`src/rtl/fetch_unit.sv`:
```
// fetch_unit - instruction fetch stage.
//
// Holds the program counter, issues one-at-a-time instruction memory reads
// over a req/ready handshake and buffers each returned word together with
// its fetch address + 4 in a small FIFO toward decode. A taken-branch
// redirect from execute flushes the buffer and any wrong-path read, including
// one that is still waiting for imem_ready.
//
// Ports:
//   clk, rst_n     - rising-edge clock, asynchronous active-low reset
//   imem_req       - read request valid (held until imem_ready)
//   imem_addr      - word-aligned read address (held until imem_ready)
//   imem_ready     - memory accepts the request; imem_rdata valid same cycle
//   imem_rdata     - instruction word
//   branch_taken   - single-cycle redirect pulse from execute
//   branch_target  - redirect address; bits [1:0] ignored
//   if_valid       - buffer head valid toward decode
//   if_instr       - instruction at buffer head
//   if_pc_plus4    - fetch address of the head word + 4
//   id_ready       - decode accepts the head word
module fetch_unit #(
  parameter logic [31:0] RESET_PC = 32'h0000_0000,
  parameter int          DEPTH    = 2
) (
  input  logic        clk,
  input  logic        rst_n,
  output logic        imem_req,
  output logic [31:0] imem_addr,
  input  logic        imem_ready,
  input  logic [31:0] imem_rdata,
  input  logic        branch_taken,
  input  logic [31:0] branch_target,
  output logic        if_valid,
  output logic [31:0] if_instr,
  output logic [31:0] if_pc_plus4,
  input  logic        id_ready
);

  localparam int CW = $clog2(DEPTH + 1);

  // DRAIN waits out a wrong-path request that was pending when the redirect came.
  typedef enum logic [0:0] {
    ST_FETCH = 1'b0,
    ST_DRAIN = 1'b1
  } state_e;

  typedef struct packed {
    logic [31:0] instr;
    logic [31:0] pc_plus4;
  } entry_t;

  // Redirect addresses are forced onto a word boundary.
  function automatic logic [31:0] word_align(input logic [31:0] a);
    return a & 32'hFFFF_FFFC;
  endfunction

  state_e        state_q, state_d;
  logic          req_q, req_d;
  logic [31:0]   addr_q, addr_d;
  logic [31:0]   target_q, target_d;
  logic [CW-1:0] count_q, count_d;
  entry_t        buf_q [DEPTH];
  entry_t        buf_d [DEPTH];

  logic          accept_s;
  logic          push_s;
  logic          pop_s;
  logic [CW-1:0] wr_idx_s;
  logic [31:0]   redirect_s;
  entry_t        new_entry_s;

  assign imem_req    = req_q;
  assign imem_addr   = addr_q;
  // A redirect hides the head in the same cycle so decode never takes a wrong-path word.
  assign if_valid    = (count_q != {CW{1'b0}}) & ~branch_taken;
  assign if_instr    = buf_q[0].instr;
  assign if_pc_plus4 = buf_q[0].pc_plus4;

  // Handshake decode and buffer occupancy.
  always_comb begin
    accept_s    = req_q & imem_ready;
    // Only right-path data in FETCH is kept; DRAIN returns are discarded.
    push_s      = accept_s & (state_q == ST_FETCH) & ~branch_taken;
    pop_s       = (count_q != {CW{1'b0}}) & id_ready & ~branch_taken;
    redirect_s  = word_align(branch_target);
    new_entry_s = '{instr: imem_rdata, pc_plus4: addr_q + 32'd4};
    // After a pop the tail slides down one slot, so the write lands one lower.
    if (pop_s) begin
      wr_idx_s = count_q - {{(CW-1){1'b0}}, 1'b1};
    end else begin
      wr_idx_s = count_q;
    end
    if (branch_taken) begin
      count_d = {CW{1'b0}};
    end else begin
      count_d = count_q + {{(CW-1){1'b0}}, push_s} - {{(CW-1){1'b0}}, pop_s};
    end
  end

  // Shift-register buffer: slot 0 is always the head, so the head is a plain register.
  always_comb begin
    for (int i = 0; i < DEPTH; i++) begin
      if (push_s && (wr_idx_s == CW'(i))) begin
        buf_d[i] = new_entry_s;
      end else if (pop_s && (i < DEPTH - 1)) begin
        buf_d[i] = buf_q[(i + 1) % DEPTH];
      end else begin
        buf_d[i] = buf_q[i];
      end
    end
  end

  // Request / PC / redirect state machine, next-state and outputs.
  always_comb begin
    state_d  = state_q;
    req_d    = req_q;
    addr_d   = addr_q;
    target_d = target_q;
    case (state_q)
      ST_FETCH: begin
        if (branch_taken) begin
          if (req_q && !imem_ready) begin
            // The old request cannot be retracted; remember where to go after it completes.
            state_d  = ST_DRAIN;
            target_d = redirect_s;
            req_d    = 1'b1;
          end else begin
            addr_d = redirect_s;
            req_d  = 1'b1;
          end
        end else if (req_q && !imem_ready) begin
          req_d = 1'b1;
        end else begin
          if (accept_s) begin
            addr_d = addr_q + 32'd4;
          end else begin
            addr_d = addr_q;
          end
          // Nothing is pending after this cycle, so only buffered words count.
          req_d = (count_d < CW'(DEPTH));
        end
      end
      ST_DRAIN: begin
        req_d = 1'b1;
        // The last redirect wins, including one arriving with imem_ready.
        if (branch_taken) begin
          target_d = redirect_s;
        end else begin
          target_d = target_q;
        end
        if (imem_ready) begin
          state_d = ST_FETCH;
          addr_d  = branch_taken ? redirect_s : target_q;
        end else begin
          state_d = ST_DRAIN;
          addr_d  = addr_q;
        end
      end
      default: begin
        state_d = ST_FETCH;
        req_d   = 1'b0;
        addr_d  = addr_q;
      end
    endcase
  end

  // Control and PC registers.
  always_ff @(posedge clk or negedge rst_n) begin
    if (!rst_n) begin
      state_q  <= ST_FETCH;
      req_q    <= 1'b0;
      addr_q   <= RESET_PC;
      target_q <= RESET_PC;
      count_q  <= {CW{1'b0}};
    end else begin
      state_q  <= state_d;
      req_q    <= req_d;
      addr_q   <= addr_d;
      target_q <= target_d;
      count_q  <= count_d;
    end
  end

  // Instruction buffer registers.
  always_ff @(posedge clk or negedge rst_n) begin
    if (!rst_n) begin
      for (int i = 0; i < DEPTH; i++) begin
        buf_q[i] <= '{instr: 32'h0000_0000, pc_plus4: 32'h0000_0000};
      end
    end else begin
      for (int i = 0; i < DEPTH; i++) begin
        buf_q[i] <= buf_d[i];
      end
    end
  end

endmodule

```
`config.mk`:
```
export PLATFORM = sky130hd
export DESIGN_NAME = fetch_unit
export DESIGN_NICKNAME = d
export VERILOG_FILES = /design/src/rtl/fetch_unit.sv
export SDC_FILE = /design/constraint.sdc
export NUM_CORES = 1
export LEC_CHECK = 0
export CAP_MARGIN = 20
export CORE_ASPECT_RATIO = 1.5
export CORE_MARGIN = 2
export CORE_UTILIZATION = 53
export CTS_CLUSTER_SIZE = 10
export DETAILED_ROUTE_END_ITERATION = 10
export MAX_ROUTING_LAYER = met4
export PLACE_DENSITY_LB_ADDON = 0.2
export SYNTH_ARGS = -nofsm -noshare
export SYNTH_HDL_FRONTEND = slang
export SYNTH_SLANG_ARGS = --single-unit
```
`constraint.sdc`:
```
create_clock -name clk -period 2.85 [get_ports clk]
set_input_delay 0.4275 -clock clk [delete_from_list [all_inputs] [get_ports clk]]
set_output_delay 0.4275 -clock clk [all_outputs]
set_load 0.005 [all_outputs]
```
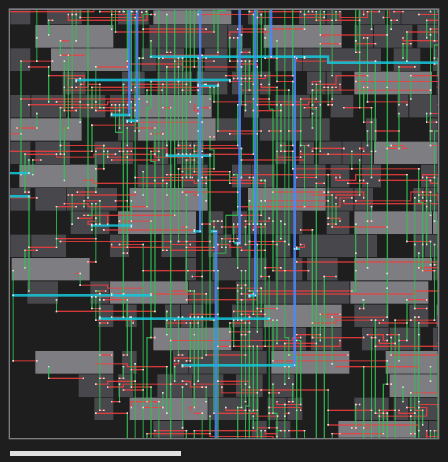
Figure 1: run 1, zoomed window.
Bar = 20 um. Window x 4 to 54, y 17 to 67 um. Cells in gray, sequential cells in the stronger gray; small squares are vias.
- metal 3: cyan
- metal 2: green
- metal 1: red
- metal 4: blue
- sequential cells in the window: 26
- cells with their middle in the window: 160
- netlist names of flops here include: `target_q` (13), `imem_addr` (6), `buf_q` (2)
- most frequent: dfrtp_1 (26), mux2_2 (14), o21ai_0 (12)

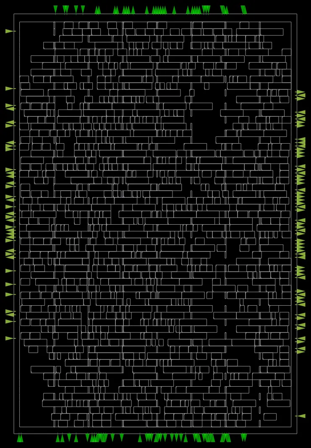
Figure 2: run 1, cell outlines without signal wires.
row count: 60
fin cells: 1213

==> flow_summary.json, run 1 <==
{
  "peakVddDrop_uv": 378,
  "period_minus_slack_ns": 2.32,
  "rsz0062_at_grt": "no",
  "fin_worst_skew_ns": 0.0118,
  "reg2regPathDepth": 6,
  "buffer_area_frac": 0.160,
  "internal_power_w": 0.00699,
  "finalNetCount": 1057,
  "r2r-end": "imem_addr[24]",
  "power_switching_share": 0.281,
  "p_leak_nw": 4.80,
  "cts_tree": "built",
  "violations": "hold timing",
  "cp_num_buf_inv": 0,
  "path_max_fanout": 9,
  "power_frac_clock": 0.266,
  "r2r_start": "imem_addr[2]",
  "ys_cells": 902,
  "worstMarginPinSlew_ns": 0.665,
  "top_register": "buf_q",
  "core_mm2": 0.0179,
  "ctsHoldBuffers": 0,
  "slew_violations": 0,
  "slew_headroom": 0.557,
  "dr.pass1.iters": 5,
  "synth.top_cell.area_share": 0.509,
  "ys_top_cells_by_count": "dfrtp_1 (196), o21ai_0 (98), nand2_1 (81), mux2_2 (71), buf_4 (68)",
  "largest_cell_class": "registers",
  "drtIter0Drc": 475,
  "logic_area_mm2": 0.00397,
  "inv_count": 16,
  "ys_sh_adder": 0.00519,
  "power-top-group": "sequential cells",
  "critical_path_required_ns": 3.20,
  "boundaryPins": 167,
  "post_cts_buffers": 0,
  "met1Wirelength_um": 9130,
  "mostFrequentLayoutCell": "dfrtp_1",
  "fin_ws_ns": 0.527,
  "top_layer_used": "met4",
  "aoi_share": 0.140,
  "ys_seq_elements": 196,
  "edf_count": 0,
  "hold_viol": 4,
  "initCoreUtil": 0.539,
  "clockBufferCount": 19,
  "cts_inserted_buffers": 17,
  "ys_seq_frac": 0.509,
  "antenna_found_initial": 0,
  "r2r_slack_ns": 0.53,
  "grt_start_max_net_pins": 79,
  "outcome": "finished, violations left",
  "port_buffers": 164,
  "ys_types": 55,
  "hold_path_class": "primary input to async pin",
  "dpl.cell_count": 1182,
  "pre_cts_ws_ns": 0.306,
  "mux_share": 0.132,
  "grt_pass1_vias": 6781,
  "avgViaCountPerCell": 5.73,
  "max_freq_ghz": 0.430,
  "setup.worst_path.start_class": "flop",
  "critPathSlowestCell": "dfrtp_1",
  "drc_errors": 0,
  "chip_area_mm2": 0.0193,
  "regArea_mm2": 0.00490,
  "timing.setup.tns_ns": 0,
  "fin_crit_sh": 0.815,
  "yosysTopAreaCell": "dfrtp_1",
  "dr_wl_met3_um": 963,
  "hold_slack_ns": -0.00233,
  "final_cell_mix": "dfrtp_1 (196), clkdlybuf4s50_1 (163), o21ai_0 (98), nand2_1 (81), mux2_2 (71)",
  "ctsHtreeMaxLevel": 4,
  "cp.arrival_ns": 2.68,
  "largest_register_ffs": 64,
  "async_flop_share": 1.00,
  "wl_um": 21400,
  "clk_path_buf_depth": 2,
  "gr-max-usage-layer": "met2",
  "grt_pass1_wl_um": 35000,
  "avgSynthCellArea_um2": 10.7,
  "clock_sinks": 196,
  "grt_use_total": 0.237,
  "clk_share": 0.0540,
  "path_clk_slew_ns": 0.07,
  "num-nonclk-buffers": 185
}
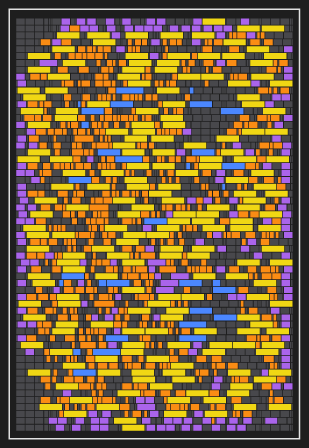
Figure 3: run 1, placement by cell class.
Fill, decap, tap and diode cells in gray.
- combinational and other logic: orange (cells 584; share of their area 35%)
- other buffers and delay cells: purple (cells 185; share of their area 16%)
- flops: yellow (cells 196; share of their area 43%)
- clock drivers and dummy loads: blue (cells 31; share of their area 5.5%)
Seq area share: 0.419
Finished Cell Area: 0.0117 mm^2

==> run 1 -> run 2 <==
- clock period: 2.85 -> 2.3 ns (I/O delays scaled with it)
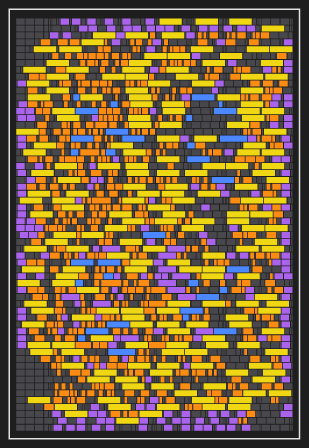
Figure 4: run 2, placement by cell class.
Fill, decap, tap and diode cells in gray.
Placeable Area: 0.0179 mm^2
Finished Cell Area: 0.0120 mm^2
utilization after layout: 0.669
Seq area share: 0.410

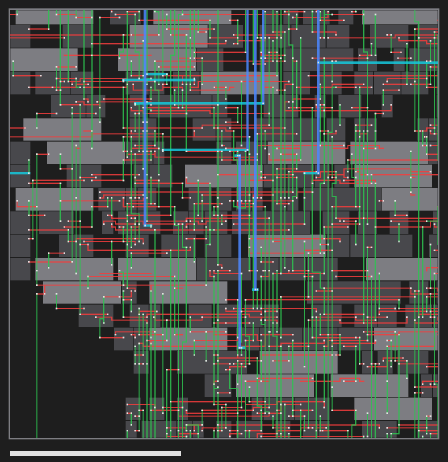
Figure 5: run 2, zoomed window.
Bar = 20 um. Window x 4 to 54, y 17 to 67 um. Cells in gray, sequential cells in the stronger gray; small squares are vias.
- metal 2: green
- metal 4: blue
- metal 1: red
- metal 3: cyan
- most frequent: dfrtp_1 (27), mux2_2 (14), buf_4 (14)
- cells with their middle in the window: 171
- netlist names of flops here include: `target_q` (12), `imem_addr` (8), `buf_q` (2)
- sequential cells in the window: 27

==> flow_summary.json, run 2 <==
{
  "peakVddDrop_uv": 532,
  "boundaryPins": 167,
  "outcome": "finished clean",
  "slew_headroom": 0.623,
  "grt_pass1_wl_um": 36000,
  "ctsHtreeMaxLevel": 4,
  "top_cell": "dfrtp_1",
  "taps": 217,
  "reg2regPathDepth": 9,
  "final_cell_mix": "dfrtp_1 (196), clkdlybuf4s50_1 (163), o21ai_0 (98), nand2_1 (81), mux2_2 (71)",
  "largest_cell_class": "registers",
  "p_per_area_mw_per_mm2": 997,
  "worstMarginPinSlew_ns": 0.561,
  "power_switching_share": 0.293,
  "path_clk_slew_ns": 0.07,
  "initCoreUtil": 0.539,
  "wl_um": 21700,
  "dpl.cell_count": 1204,
  "avgSynthCellArea_um2": 10.7,
  "hold_path_class": "primary input to async pin",
  "r2r_slack_ns": 0.16,
  "ys_sh_adder": 0.00519,
  "ys_seq_frac": 0.509,
  "fin_crit_sh": 0.932,
  "async_flop_share": 1.00,
  "crit_type": "flop to flop",
  "gr-max-usage-layer": "met2",
  "synthCells": 902,
  "port_buffers": 164,
  "timing.setup.tns_ns": 0,
  "setup.worst_path.start_class": "flop",
  "post_cts_buffers": 0,
  "regArea_mm2": 0.00490,
  "clk_path_buf_depth": 2,
  "max_freq_ghz": 0.467,
  "buffer_area_frac": 0.179,
  "slew_violations": 0,
  "ys_cells": 902,
  "hold_slack_ns": 0.431,
  "rows": 60,
  "cts_resized": 0,
  "drtIter0Drc": 447,
  "aoi_share": 0.140,
  "yosys-stat-area_mm2": 0.00964,
  "critical_path_required_ns": 2.65,
  "fin_ws_ns": 0.157,
  "cts_tree": "built",
  "inv_count": 16,
  "ys_types": 55,
  "grt_start_max_net_pins": 53,
  "yosysTopAreaCell": "dfrtp_1",
  "dr.pass1.iters": 5,
  "finalNetCount": 1081,
  "hold_viol": 0,
  "mostFrequentLayoutCell": "dfrtp_1",
  "stdcell_count": 1238,
  "top_register": "buf_q",
  "mux_share": 0.132,
  "power_frac_clock": 0.251,
  "logic_gates": 568,
  "avgViaCountPerCell": 5.67,
  "critPathSlowestCell": "dfrtp_1",
  "r2r_start": "count_q[0]",
  "chip_area_mm2": 0.0193,
  "ys_top_cells_by_count": "dfrtp_1 (196), o21ai_0 (98), nand2_1 (81), mux2_2 (71), buf_4 (68)",
  "clock_sinks": 196,
  "top_layer_used": "met4",
  "clockBufferCount": 17,
  "ctsHoldBuffers": 1,
  "clk_share": 0.0501,
  "fin_worst_skew_ns": 0.00679,
  "internal_power_w": 0.00843,
  "met1Wirelength_um": 9370,
  "maxCapViolCount": 0,
  "drc_errors": 0,
  "edf_count": 0,
  "num-nonclk-buffers": 209,
  "synth.top_cell.area_share": 0.509,
  "pre_cts_ws_ns": -0.0365,
  "period_minus_slack_ns": 2.14,
  "path_max_fanout": 38,
  "gp_congestion": 0.870,
  "grt_use_total": 0.240,
  "p_leak_nw": 4.93,
  "cts_inserted_buffers": 17,
  "antenna_found_initial": 0,
  "ys_seq_elements": 196,
  "dr_wl_met3_um": 846,
  "p_comb_w": 0.00359,
  "power-top-group": "sequential cells",
  "cp_num_buf_inv": 3,
  "cp.arrival_ns": 2.49,
  "logic_area_mm2": 0.00398,
  "r2r-end": "if_pc_plus4[25]",
  "largest_register_ffs": 64,
  "grt_pass1_vias": 7089
}
Power figures rest on the tool's default switching activity, not on a simulated workload.
